## src/rtl/psram_pixel_fetch_pkg.sv

```systemverilog
// -----------------------------------------------------------------------------
// psram_pixel_fetch_pkg
//   Shared definitions for the cellular-RAM pixel fetch path:
//   - fetch_state_t : FSM state encodings (IDLE, ACCESS)
//   - DEF_*         : default read wait and address widths
//   - *_BASE_WORD   : image base-word constants used by the address generator
//   - cnt_width()   : width of a counter that must reach read_wait-1
// -----------------------------------------------------------------------------
package psram_pixel_fetch_pkg;

    typedef enum logic {
        ST_IDLE   = 1'b0,
        ST_ACCESS = 1'b1
    } fetch_state_t;

    localparam int DEF_READ_WAIT = 3;
    localparam int DEF_MEM_AW    = 23;
    localparam int DEF_REQ_AW    = 26;

    // Word offsets of the image regions inside the cellular RAM.
    localparam logic [DEF_MEM_AW-1:0] TITLE_BASE_WORD  = 23'h000000;
    localparam logic [DEF_MEM_AW-1:0] LEVEL_BASE_WORD  = 23'h04B000;
    localparam logic [DEF_MEM_AW-1:0] SPRITE_BASE_WORD = 23'h200000;

    // A read_wait of 1 still needs a 1-bit counter.
    function automatic int cnt_width(input int read_wait);
        return (read_wait > 1) ? $clog2(read_wait) : 1;
    endfunction

endpackage

```

## src/rtl/psram_pixel_fetch.sv

```systemverilog
// -----------------------------------------------------------------------------
// psram_pixel_fetch
//   Read-only fetch engine between the sprite/background address generator and
//   the 16-bit asynchronous cellular RAM. A one-cycle req starts a read that
//   holds CE/OE low for READ_WAIT cycles, then samples mem_data into mem_value
//   and pulses valid. Requests arriving while busy are dropped (overrun), and
//   accepted addresses with bits above MEM_AW-1 set raise addr_err.
//
// Build option:
//   FETCH_CACHE_EN - remember the last completed word address; a matching req
//                    in IDLE skips the RAM cycle and pulses valid next cycle.
//
// Ports:
//   clk_50Mhz  in   sole clock, rising edge
//   rst        in   synchronous, active-high reset
//   req        in   1-cycle strobe, rom_addr sampled with it
//   rom_addr   in   [REQ_AW-1:0] word address to read
//   busy       out  RAM cycle in flight
//   valid      out  1-cycle pulse, mem_value updated
//   mem_value  out  [15:0] last word read
//   overrun    out  sticky, a req was dropped while busy
//   addr_err   out  sticky, an accepted address was out of range
//   mem_addr   out  [MEM_AW-1:0] registered RAM address
//   mem_ce_n   out  RAM chip enable (active low)
//   mem_oe_n   out  RAM output enable (active low)
//   mem_we_n   out  RAM write enable, tied high
//   mem_adv_n  out  RAM address valid, tied high (async mode)
//   mem_data   in   [15:0] RAM data bus
// -----------------------------------------------------------------------------
module psram_pixel_fetch
    import psram_pixel_fetch_pkg::*;
#(
    parameter int READ_WAIT = DEF_READ_WAIT,
    parameter int MEM_AW    = DEF_MEM_AW,
    parameter int REQ_AW    = DEF_REQ_AW    // must be larger than MEM_AW
) (
    input  logic              clk_50Mhz,
    input  logic              rst,
    input  logic              req,
    input  logic [REQ_AW-1:0] rom_addr,
    output logic              busy,
    output logic              valid,
    output logic [15:0]       mem_value,
    output logic              overrun,
    output logic              addr_err,
    output logic [MEM_AW-1:0] mem_addr,
    output logic              mem_ce_n,
    output logic              mem_oe_n,
    output logic              mem_we_n,
    output logic              mem_adv_n,
    input  logic [15:0]       mem_data
);

    localparam int CW = cnt_width(READ_WAIT);
    localparam logic [CW-1:0] CNT_LAST = CW'(READ_WAIT - 1);

    fetch_state_t      state, state_nxt;
    logic [CW-1:0]     cnt, cnt_nxt;
    logic              busy_nxt, valid_nxt, overrun_nxt, addr_err_nxt;
    logic [15:0]       value_nxt;
    logic [MEM_AW-1:0] addr_nxt;
    logic              strobe_n, strobe_n_nxt;   // shared CE/OE level
    logic              done;                     // completion edge of a RAM read
    logic              cache_hit;

    assign mem_ce_n  = strobe_n;
    assign mem_oe_n  = strobe_n;
    assign mem_we_n  = 1'b1;
    assign mem_adv_n = 1'b1;

    assign done = (state == ST_ACCESS) && (cnt == CNT_LAST);

`ifdef FETCH_CACHE_EN
    logic cache_ok;

    // mem_addr only changes when a RAM read starts, so while idle it holds the
    // last completed word address; comparing the truncated address is exact
    // because the RAM itself never sees the upper request bits.
    assign cache_hit = cache_ok && (rom_addr[MEM_AW-1:0] == mem_addr);

    always_ff @(posedge clk_50Mhz) begin
        if (rst)
            cache_ok <= 1'b0;
        else if (done)
            cache_ok <= 1'b1;
    end
`else
    assign cache_hit = 1'b0;
`endif

    // NOTE: every *_nxt gets a default before the case so no path leaves a
    // variable unassigned; a missing default here infers a latch.
    always_comb begin
        state_nxt    = state;
        cnt_nxt      = cnt;
        busy_nxt     = busy;
        valid_nxt    = 1'b0;
        value_nxt    = mem_value;
        overrun_nxt  = overrun;
        addr_err_nxt = addr_err;
        addr_nxt     = mem_addr;
        strobe_n_nxt = strobe_n;

        unique case (state)
            ST_IDLE: begin
                if (req) begin
                    if (|rom_addr[REQ_AW-1:MEM_AW])
                        addr_err_nxt = 1'b1;
                    if (cache_hit) begin
                        valid_nxt = 1'b1;
                    end else begin
                        addr_nxt     = rom_addr[MEM_AW-1:0];
                        strobe_n_nxt = 1'b0;
                        busy_nxt     = 1'b1;
                        cnt_nxt      = '0;
                        state_nxt    = ST_ACCESS;
                    end
                end
            end
            ST_ACCESS: begin
                if (req)
                    overrun_nxt = 1'b1;
                if (done) begin
                    value_nxt    = mem_data;
                    valid_nxt    = 1'b1;
                    strobe_n_nxt = 1'b1;
                    busy_nxt     = 1'b0;
                    state_nxt    = ST_IDLE;
                end else begin
                    cnt_nxt = cnt + 1'b1;
                end
            end
            default: state_nxt = ST_IDLE;
        endcase
    end

    // NOTE: sequential state uses non-blocking assignments so every register
    // samples the pre-edge values regardless of statement order.
    always_ff @(posedge clk_50Mhz) begin
        if (rst) begin
            state     <= ST_IDLE;
            cnt       <= '0;
            busy      <= 1'b0;
            valid     <= 1'b0;
            mem_value <= '0;
            overrun   <= 1'b0;
            addr_err  <= 1'b0;
            mem_addr  <= '0;
            strobe_n  <= 1'b1;
        end else begin
            state     <= state_nxt;
            cnt       <= cnt_nxt;
            busy      <= busy_nxt;
            valid     <= valid_nxt;
            mem_value <= value_nxt;
            overrun   <= overrun_nxt;
            addr_err  <= addr_err_nxt;
            mem_addr  <= addr_nxt;
            strobe_n  <= strobe_n_nxt;
        end
    end

endmodule

```

## config.mk

```make
export PLATFORM = sky130hd
export DESIGN_NAME = psram_pixel_fetch
export DESIGN_NICKNAME = d
export VERILOG_FILES = /design/src/rtl/psram_pixel_fetch_pkg.sv /design/src/rtl/psram_pixel_fetch.sv
export SDC_FILE = /design/constraint.sdc
export NUM_CORES = 1
export LEC_CHECK = 0
export CAP_MARGIN = 20
export CORE_MARGIN = 2
export CORE_UTILIZATION = 40
export DETAILED_ROUTE_END_ITERATION = 8
export PLACE_DENSITY_LB_ADDON = 0.25
export SYNTH_ARGS = -nofsm -noshare
export SYNTH_HDL_FRONTEND = slang
export SYNTH_SLANG_ARGS = --single-unit
export TNS_END_PERCENT = 100
```

## constraint.sdc

```tcl
create_clock -name clk_50Mhz -period 3.19 [get_ports clk_50Mhz]
set_input_delay 0.638 -clock clk_50Mhz [delete_from_list [all_inputs] [get_ports clk_50Mhz]]
set_output_delay 0.638 -clock clk_50Mhz [all_outputs]
set_load 0.1 [all_outputs]
```

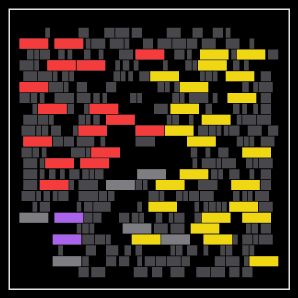
**Above:** sequential cells grouped by signal name.
(4 px per micron) Other sequential cells in the stronger gray, the rest of the logic in the fainter gray.
[purple] `cnt` | placed flops: 2
[red] `mem_value` | placed flops: 16
[yellow] `mem_addr` | placed flops: 23
not colored: 6

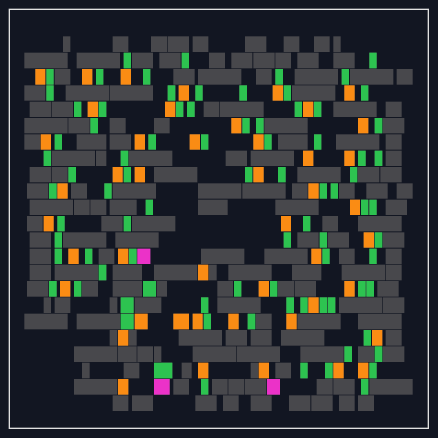
**Above:** selected gate families.
(6 px per micron)
[magenta] AND and OR gates | cells: 3
[orange] inverting AOI/OAI gates | cells: 46 | most used: a21oi_1 | where: all over the die
[green] NAND gates | cells: 83 | most used: nand2_1

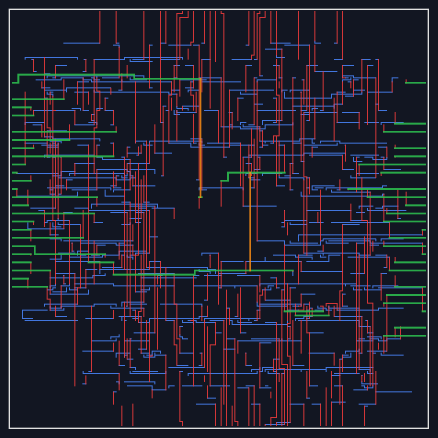
**Above:** routed metal, one color a layer.
(6 px per micron)
[red] met2 | wire length: 1970 microns
[green] met3 | wire length: 384 microns
[blue] met1 | wire length: 1620 microns
[orange] met4 | wire length: 36.0 microns

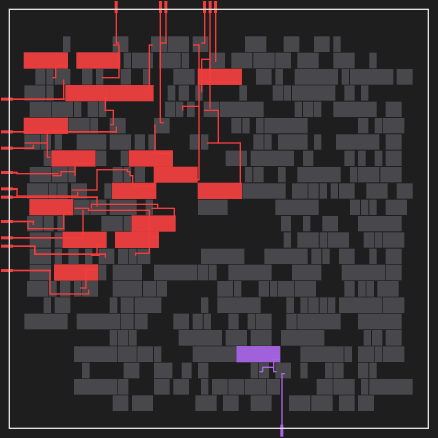
**Above:** port wiring.
(6 px per micron)
[red] `mem_value` | bits: 16 | direction: output | end cells: 16 | wire: 387 microns
[purple] `addr_err` | bits: 1 | direction: output | end cells: 1 | wire: 15.5 microns

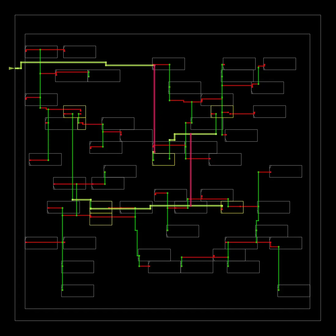
**Above:** clock routing.
# clk buffers: 6
CTS buffer count: 5
flop count: 47
Clock Power: 0.353 mW

sequential cells by signal (all words and copies together), names as in the netlist:
| register | cells |
|---|---|
| state | 1 |
| overrun | 1 |
| mem_value | 16 |
| mem_addr | 23 |
| addr_err | 1 |
| cnt | 2 |
| valid | 1 |
| busy | 1 |
| mem_ce_n | 1 |
power by group:
part / internal (mW) / switching [mW]
sequential: 0.611 / 0.0152
clock: 0.170 / 0.183
combinational: 0.0965 / 0.237
total: 0.878 / 0.435
cells by family after synthesis:
| group | count (synthesis) |
|---|---|
| AOI/OAI and AO/OA | 46 |
| xor gates and xnor gates | 1 |
| adders and majority gates | 2 |
| buffers and inverters | 18 |
| DFF | 47 |
| other | 1 |
| and+or+nand+nor | 96 |
routing by layer:
layer / vias up / track usage / part of all wire
li1: 828 / - / -
met4: 0 / 0.0392 / 0.0090
met2: 58 / 0.296 / 0.49
met5: - / 0 / 0
met3: 4 / 0.0814 / 0.096
met1: 701 / 0.196 / 0.40
critical path, delay by kind of cell:
| kind | cells | cell delay [ns] |
|---|---|---|
| compound gates | 1 | 0.13 |
| simple gates | 2 | 0.25 |
| buf+inv | 2 | 0.83 |
final timing paths:
path	endpoint	slack, ns	from	cells after the start
max	mem_addr[15]	1.55	req	5
min	mem_value[6]	0.46	mem_value[6]	2
max reg2reg	mem_value[15]	1.61	cnt[0]	5
min reg2reg	mem_value[6]	0.46	mem_value[6]	2
cell type report:
class                           count  share of cell area
Timing Repair Buffer               90               0.307
Clock inverter                      1             0.00197
Clock buffer                        6              0.0325
Multi-Input combinational cell    147               0.262
Sequential cell                    47               0.370
Inverter                            1             0.00148
Tap cell                           50              0.0246
==> results.tsv <==
stage	metric	value	unit
run_status	status	finished, final reports clean	
critical_path	CP Launch Type	input pin	
floorplanning	die width	69.6	microns
floorplanning	floorplan utilization	0.424	
clock_network	Setup Buffers After CTS	0	
synthesis	Mux area share	0	
synthesis	Netlist cell types	23	
floorplanning	io pins	92	
detailed_routing	ANT nets after route	0	
critical_path	Req. time, crit path	3.41	ns
detailed_routing	Vias/cell	4.65	
timing	crit path time final	1.64	ns
floorplanning	die extent in y	69.6	microns
synthesis	count leader, synth	nand2_1	
detailed_routing	Routed wire per std cell	11.7	microns
global_route	first-pass GRT wire length	6.78	mm
cells_and_area	most frequent logic cell in the layout	nand2_1	
timing	Max transition margin	0.441	
global_route	initial antenna violation count	0	
synthesis	Post-Synthesis Cells	211	
critical_path	WS Path Type	input pin to register	
power	total power	1.31	mW
critical_path	Max FO, Critical Path	26	
synthesis	main flop type	dfxtp_1	
clock_network	clock slew seen by the registers of the worst setup and hold paths	0.08	ns
timing	Max Fclk	608	MHz
power	peak supply drop	0.332	mV
synthesis	Adders+Majority by Area	0.0145	
timing	RSZ-0062 raised after global routing	false	
Power figures rest on the tool's default switching activity, not on a simulated workload.
